[src/rtl/texture_arbiter.sv]
// texture_arbiter: round-robin front end that shares one texture_unit sampler between
// NUM_REQ shader requesters and routes returned texels back to the issuing requester.
module texture_arbiter #(
  parameter int unsigned NUM_REQ     = 4,
  parameter int unsigned CORD_WIDTH  = 16,
  parameter int unsigned DATA_WIDTH  = 32,
  parameter int unsigned TEX_LATENCY = 1
) (
  input  logic                          clk,
  input  logic                          rst,
  input  logic [NUM_REQ-1:0]            i_req_valid,
  input  logic [NUM_REQ*CORD_WIDTH-1:0] i_req_u,
  input  logic [NUM_REQ*CORD_WIDTH-1:0] i_req_v,
  output logic [NUM_REQ-1:0]            o_req_ready,
  output logic                          o_tex_req_valid,
  output logic [CORD_WIDTH-1:0]         o_tex_u,
  output logic [CORD_WIDTH-1:0]         o_tex_v,
  input  logic                          i_tex_data_valid,
  input  logic [DATA_WIDTH-1:0]         i_tex_texel,
  output logic [NUM_REQ-1:0]            o_rsp_valid,
  output logic [DATA_WIDTH-1:0]         o_rsp_texel,
  output logic                          o_err,
  output logic [15:0]                   o_issue_count
);

  localparam int unsigned IdW = $clog2(NUM_REQ);

  // Arbitration
  logic [IdW-1:0]        last_grant_q, last_grant_d;
  logic [NUM_REQ-1:0]    grant;
  logic [IdW-1:0]        grant_id;
  logic                  xfer;
  logic [CORD_WIDTH-1:0] sel_u, sel_v;

  // Issue stage
  logic                  tex_valid_q, tex_valid_d;
  logic [CORD_WIDTH-1:0] tex_u_q, tex_u_d;
  logic [CORD_WIDTH-1:0] tex_v_q, tex_v_d;
  logic [IdW-1:0]        issue_id_q, issue_id_d;
  logic [15:0]           count_q, count_d;

  // Tag pipeline, one stage per cycle of sampler latency
  logic [TEX_LATENCY-1:0]          tag_v_q, tag_v_d;
  logic [TEX_LATENCY-1:0][IdW-1:0] tag_id_q, tag_id_d;
  logic                            tail_v;
  logic [IdW-1:0]                  tail_id;

  // Response stage
  logic [NUM_REQ-1:0]    rsp_valid_q, rsp_valid_d;
  logic [DATA_WIDTH-1:0] rsp_texel_q, rsp_texel_d;
  logic                  err_q, err_d;
  logic                  rsp_hit;

  // Round-robin search starting one past the last granted requester.
  always_comb begin : arb_comb
    logic            found;
    int unsigned     idx;
    logic [IdW-1:0]  cand;
    grant    = '0;
    grant_id = '0;
    found    = 1'b0;
    idx      = 0;
    cand     = '0;
    for (int unsigned i = 1; i <= NUM_REQ; i++) begin
      idx = int'(last_grant_q) + i;
      if (idx >= NUM_REQ) idx = idx - NUM_REQ;
      cand = IdW'(idx);
      if (!found && i_req_valid[cand]) begin
        found       = 1'b1;
        grant[cand] = 1'b1;
        grant_id    = cand;
      end
    end
    // No grant is offered while reset is held.
    if (rst) grant = '0;
    xfer = |grant;
  end

  // Select the granted requester's coordinates.
  always_comb begin
    sel_u = '0;
    sel_v = '0;
    for (int unsigned k = 0; k < NUM_REQ; k++) begin
      if (grant[k]) begin
        sel_u = i_req_u[k*CORD_WIDTH +: CORD_WIDTH];
        sel_v = i_req_v[k*CORD_WIDTH +: CORD_WIDTH];
      end
    end
  end

  // Next state for arbiter pointer, issue registers and issue counter.
  always_comb begin
    last_grant_d = xfer ? grant_id : last_grant_q;
    tex_valid_d  = xfer;
    tex_u_d      = xfer ? sel_u : tex_u_q;
    tex_v_d      = xfer ? sel_v : tex_v_q;
    issue_id_d   = xfer ? grant_id : issue_id_q;
    count_d      = count_q + 16'(xfer);
  end

  // Tag pipeline always advances; the sampler cannot stall.
  always_comb begin
    tag_v_d     = '0;
    tag_id_d    = '0;
    tag_v_d[0]  = tex_valid_q;
    tag_id_d[0] = issue_id_q;
    for (int unsigned i = 1; i < TEX_LATENCY; i++) begin
      tag_v_d[i]  = tag_v_q[i-1];
      tag_id_d[i] = tag_id_q[i-1];
    end
  end

  assign tail_v  = tag_v_q[TEX_LATENCY-1];
  assign tail_id = tag_id_q[TEX_LATENCY-1];
  assign rsp_hit = tail_v & i_tex_data_valid;

  // Route a matched texel to its owner; flag any tag/data disagreement.
  always_comb begin
    rsp_valid_d = '0;
    for (int unsigned k = 0; k < NUM_REQ; k++) begin
      rsp_valid_d[k] = rsp_hit && (tail_id == IdW'(k));
    end
    rsp_texel_d = rsp_hit ? i_tex_texel : rsp_texel_q;
    err_d       = err_q | (tail_v ^ i_tex_data_valid);
  end

  // State registers.
  always_ff @(posedge clk or posedge rst) begin
    if (rst) begin
      last_grant_q <= IdW'(NUM_REQ - 1);
      tex_valid_q  <= 1'b0;
      tex_u_q      <= '0;
      tex_v_q      <= '0;
      issue_id_q   <= '0;
      count_q      <= '0;
      tag_v_q      <= '0;
      tag_id_q     <= '0;
      rsp_valid_q  <= '0;
      rsp_texel_q  <= '0;
      err_q        <= 1'b0;
    end else begin
      last_grant_q <= last_grant_d;
      tex_valid_q  <= tex_valid_d;
      tex_u_q      <= tex_u_d;
      tex_v_q      <= tex_v_d;
      issue_id_q   <= issue_id_d;
      count_q      <= count_d;
      tag_v_q      <= tag_v_d;
      tag_id_q     <= tag_id_d;
      rsp_valid_q  <= rsp_valid_d;
      rsp_texel_q  <= rsp_texel_d;
      err_q        <= err_d;
    end
  end

  assign o_req_ready     = grant;
  assign o_tex_req_valid = tex_valid_q;
  assign o_tex_u         = tex_u_q;
  assign o_tex_v         = tex_v_q;
  assign o_rsp_valid     = rsp_valid_q;
  assign o_rsp_texel     = rsp_texel_q;
  assign o_err           = err_q;
  assign o_issue_count   = count_q;

endmodule

[config.mk]
export PLATFORM = sky130hd
export DESIGN_NAME = texture_arbiter
export DESIGN_NICKNAME = d
export VERILOG_FILES = /design/src/rtl/texture_arbiter.sv
export SDC_FILE = /design/constraint.sdc
export NUM_CORES = 1
export LEC_CHECK = 0
export CORE_ASPECT_RATIO = 1.75
export CORE_MARGIN = 4
export CORE_UTILIZATION = 45
export CTS_BUF_LIST = sky130_fd_sc_hd__clkbuf_8
export DETAILED_ROUTE_END_ITERATION = 6
export PLACE_DENSITY = 0.89
export SETUP_SLACK_MARGIN = 0.02
export SLEW_MARGIN = 20
export SYNTH_ARGS = -nofsm -noshare
export SYNTH_HDL_FRONTEND = slang
export SYNTH_SLANG_ARGS = --single-unit
[constraint.sdc]
create_clock -name clk -period 8.6 [get_ports clk]
set_input_delay 1.72 -clock clk [delete_from_list [all_inputs] [get_ports clk]]
set_output_delay 1.72 -clock clk [all_outputs]
set_load 0.05 [all_outputs]
### Clock nets, run 1

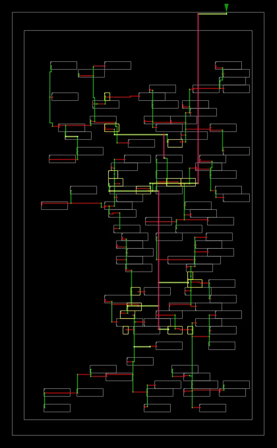
Num CTS Buffers: 9
clkbuf count: 10

### I/O pins on the die edge, run 1

Pins as bars across the die edge, other pins in gray.
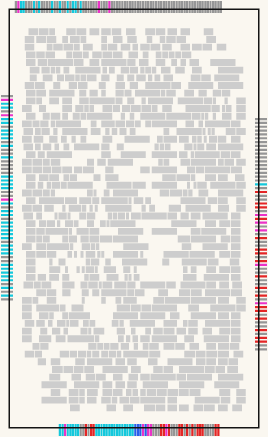
color	port	pins	direction	edge
red	o_rsp_texel	32	output	17 right, 15 bottom
cyan	i_req_v	64	input	31 left, 22 bottom, 10 top, 1 right
magenta	o_tex_v	16	output	5 bottom, 5 right, 3 left, 3 top
blue	o_rsp_valid	4	output	bottom
all pins by edge	80 top, 62 bottom, 61 right, 54 left
PortBufs: 256
Die Ht: 148 um
Chip Width: 87.9 um

### Gate families picked out, run 1

Bar = 20 um.
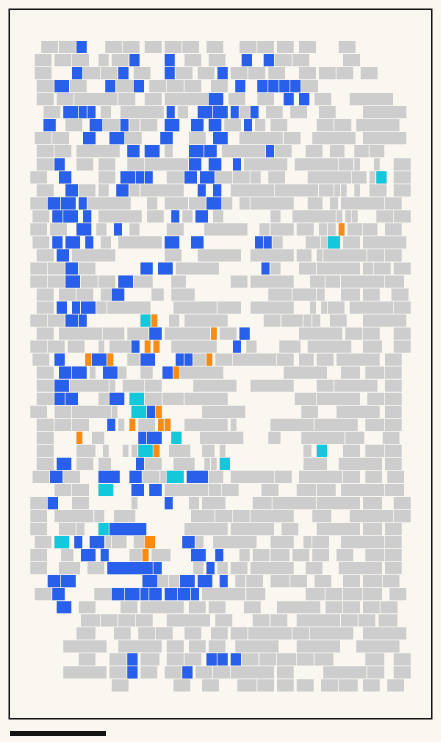
color	family	cells
blue	aoi and oai cells	152
orange	inv cells	17
cyan	and/or cells	13
combinational share of cell area: 0.311
most frequent logic cell in the layout: clkdlybuf4s50_1
fin cells: 835

==> results.ini, run 1 <==
[logic_synthesis]
yosys_area_sq_um=5030
synth.logic.top_family=AND-OR/OR-AND gates
synth_adder_area_share=0.0274
synthTopCellsByCount=dfrtp_1 (91), a221oi_1 (33), mux2_2 (33), nand4_1 (33), o22ai_1 (32)
synthCells=469
async_flop_share=1.00
xor_area_frac=0.0244
mux_share=0.0934
synth_cell_types=57
most_common_cell=dfrtp_1
ys_sh_simple=0.104
avgSynthCellArea_sq_um=10.7
ys_warn_count=0
ys_sh_aoi=0.229

[cells_and_area]
inverters=17
final_layout_top_logic_cells=clkdlybuf4s50_1 (256), dfrtp_1 (91), mux2_2 (33), a221oi_1 (33), nand4_1 (33)
seq_area_sq_um=2330
largestClassByArea=buffers
antenna_cells=0
clockNetworkAreaShare=0.0225
fin_area_sq_um=7780
drive_gt1_frac=0.105

[final_timing]
finalCritPeriodShare=0.812
fmax_mhz=143
slew_violations=0
setup_ws_ns=1.62
finalHoldViolCount=0
worst_slew_pin_slew_ns=1.06

[die]
core-area_sq_um=10800
initCoreUtil=0.464
die_area_sq_um=13000

[clock_network]
cts_tree=built
cts_hold_buf=0
insertion_delay_ns=0.35
cts.htree.levels=3
cts.repair.resized=0

[placed_design]
post-place-ws_ns=1.63
dpl_cell_area_sq_um=7600
dp_hpwl_um=13700

[worst_setup_path]
crit_arrival_ns=5.26
slowest_delay_ns=0.81
cp_num_cells=7
setup.worst_path.start=i_req_valid[2]
crit_path_cell_trace=clkdlybuf4s50_1 -> mux4_2 -> or3b_1 -> a221o_1 -> and2_1 -> inv_2 -> clkdlybuf4s50_1
r2r_cells=14
cp-endpoint=o_req_ready[0]
r2r-end=o_issue_count[14]

[routing]
wl_per_cell_um=21.2
via_per_inst=5.99

[global_route]
grt_start_max_net_pins=94
grt_use_total=0.267
antenna_found_initial=0
grt_pass1_wl_um=26900

[hold_path]
min_path_cells=0
hold_end=tag_id_q[1]

[status]
status=complete, no violations

[pwr]
finalPower_w=0.00350

[flow_run]
max-cap-violations=0

==> run 1: per-layer routing <==
layer | GRT usage | part of all wire
met5 | 0 | 0
met2 | 0.494 | 0.56
met3 | 0.0407 | 0.068
met4 | 0.0776 | 0.024
met1 | 0.307 | 0.35
==> run 1: report_power, final <==
part	internal, W	switching [W]
Combinational	0.000871	0.00157
Clock	0.000113	0.000149
Sequential	0.000656	0.000143
==> run 1: registers in the layout, indices dropped and copies added, names as in the netlist <==
signal           flops
issue_id_q           2
last_grant_q         2
o_err                1
o_issue_count       16
o_rsp_texel         32
o_rsp_valid          4
o_tex_req_valid      1
o_tex_u             16
o_tex_v             16
tag_id_q             2
tag_v_q              1
==> run 1: cell families after synthesis <==
kind of cell,count (synthesis)
xor+xnor,14
compound gates,160
fa+ha+maj,11
buf+inv,61
flops,93
mux,39
simple gates,91
### Routed metal, one color a layer, run 1

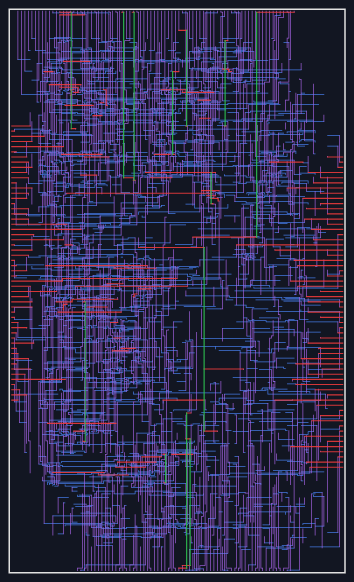

## Run 2: what changed since run 1
--- a/config.mk
+++ b/config.mk
@@ -7,10 +7,10 @@
 export LEC_CHECK = 0
 export CORE_ASPECT_RATIO = 1.75
 export CORE_MARGIN = 4
-export CORE_UTILIZATION = 45
+export CORE_UTILIZATION = 37
 export CTS_BUF_LIST = sky130_fd_sc_hd__clkbuf_8
 export DETAILED_ROUTE_END_ITERATION = 6
-export PLACE_DENSITY = 0.89
+export PLACE_DENSITY = 0.78
 export SETUP_SLACK_MARGIN = 0.02
 export SLEW_MARGIN = 20
 export SYNTH_ARGS = -nofsm -noshare
==> constraint.sdc (replaced) <==
create_clock -name clk -period 5.88 [get_ports clk]
set_input_delay 1.176 -clock clk [delete_from_list [all_inputs] [get_ports clk]]
set_output_delay 1.176 -clock clk [all_outputs]
set_load 0.05 [all_outputs]
### Routed metal, one color a layer, run 2

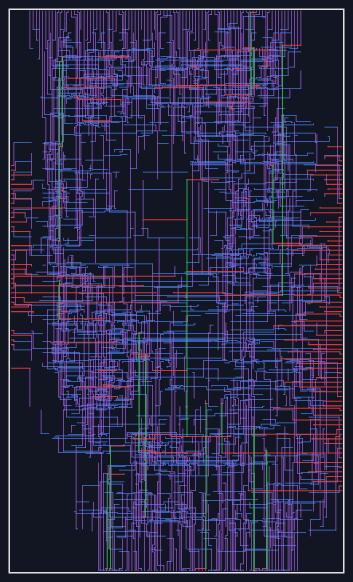
color	layer	wire length
blue	M1	6520 um
green	M4	572 um
purple	M2	9960 um
red	M3	1330 um
gr usage total: 0.235
routed wire length: 18400 um
vias: 4888
drt wl/cell: 20.8 um

==> run 2 against run 1 <==
Hold slack got worse by 0.010 ns. Cell count is 5.6% higher. First-iteration DRC count rose by 4.0%. Die area increased by 20%. Utilization down 13 points. Clock power up about 70%. Combinational power grew 48%. Power grew 49%. Sequential power is 45% higher. Critical path depth down 1. Synthesized cell count is the same. Critical path type unchanged.
==> results.ini, run 2 <==
[routing]
maxUsedRoutingLayer=met4
met1_length_um=6520
wl_met2_um=9960

[cells_and_area]
seq_area_sq_um=2330
n_clock_buffer=10
comb_share=0.307
largest_reg_flops=32
fin_cells=882
drive_gt1_frac=0.112

[global_route]
grtUsageMet2=0.416
grt.met3_usage=0.0542
grt_pass1_wl_um=27800
met1_usage=0.263

[logic_synthesis]
synthTopCellsByCount=dfrtp_1 (91), a221oi_1 (33), mux2_2 (33), nand4_1 (33), o22ai_1 (32)
ys_sh_simple=0.104
ys_warn_count=0
async_flop_share=1.00
avgSynthCellArea_sq_um=10.7
synth_cell_types=57
synth.logic.top_family=AND-OR/OR-AND gates
mux_share=0.0934
yosys_area_sq_um=5030

[pwr]
p_int_w=0.00246
seqPwrFrac=0.222
p_clk_frac=0.085
power_leader=combinational cells
pg_seq_w=0.00116
swShare=0.528
switching_power_w=0.00276
p_clk_w=0.000443

[worst_setup_path]
crit_path_cell_trace=clkdlybuf4s50_1 -> mux4_2 -> or3b_1 -> a221o_1 -> nand2_1 -> clkdlybuf4s50_1
slowest_delay_ns=0.81
cp-endpoint=o_req_ready[2]

[final_timing]
slew_violations=0
finalCritPeriodShare=0.894
finalHoldViolCount=0

[status]
status=complete, no violations

[clock_network]
cts.htree.levels=3
cts_made_buffers=9
insertion_delay_ns=0.36

[die]
dieHeight_um=162
core-area_sq_um=13400
initCoreUtil=0.376
die_area_sq_um=15600

[placed_design]
dp_hpwl_um=13900

[flow_run]
max-cap-violations=0

-- run 2: worst max-delay path: cells and delay by family --
| family | cells | cell delay, ns |
|---|---|---|
| AND-OR/OR-AND | 1 | 0.36 |
| buffers and inverters | 2 | 1.40 |
| multiplexers | 1 | 0.63 |
| AND/OR/NAND/NOR | 2 | 0.52 |
-- run 2: metrics by stage --
stage	total power (W)	setup slack (ns)	instance area, sq um	util
after floorplan	0.00362	0.540	5030	-
after global placement	0.00472	0.709	7690	0.575
after detailed placement	0.00480	0.669	7690	0.575
after CTS	0.00526	0.660	7900	0.590
after global routing	0.00553	0.499	7900	0.590
final	0.00522	0.623	7900	0.590
Power and IR drop assume default switching activity.
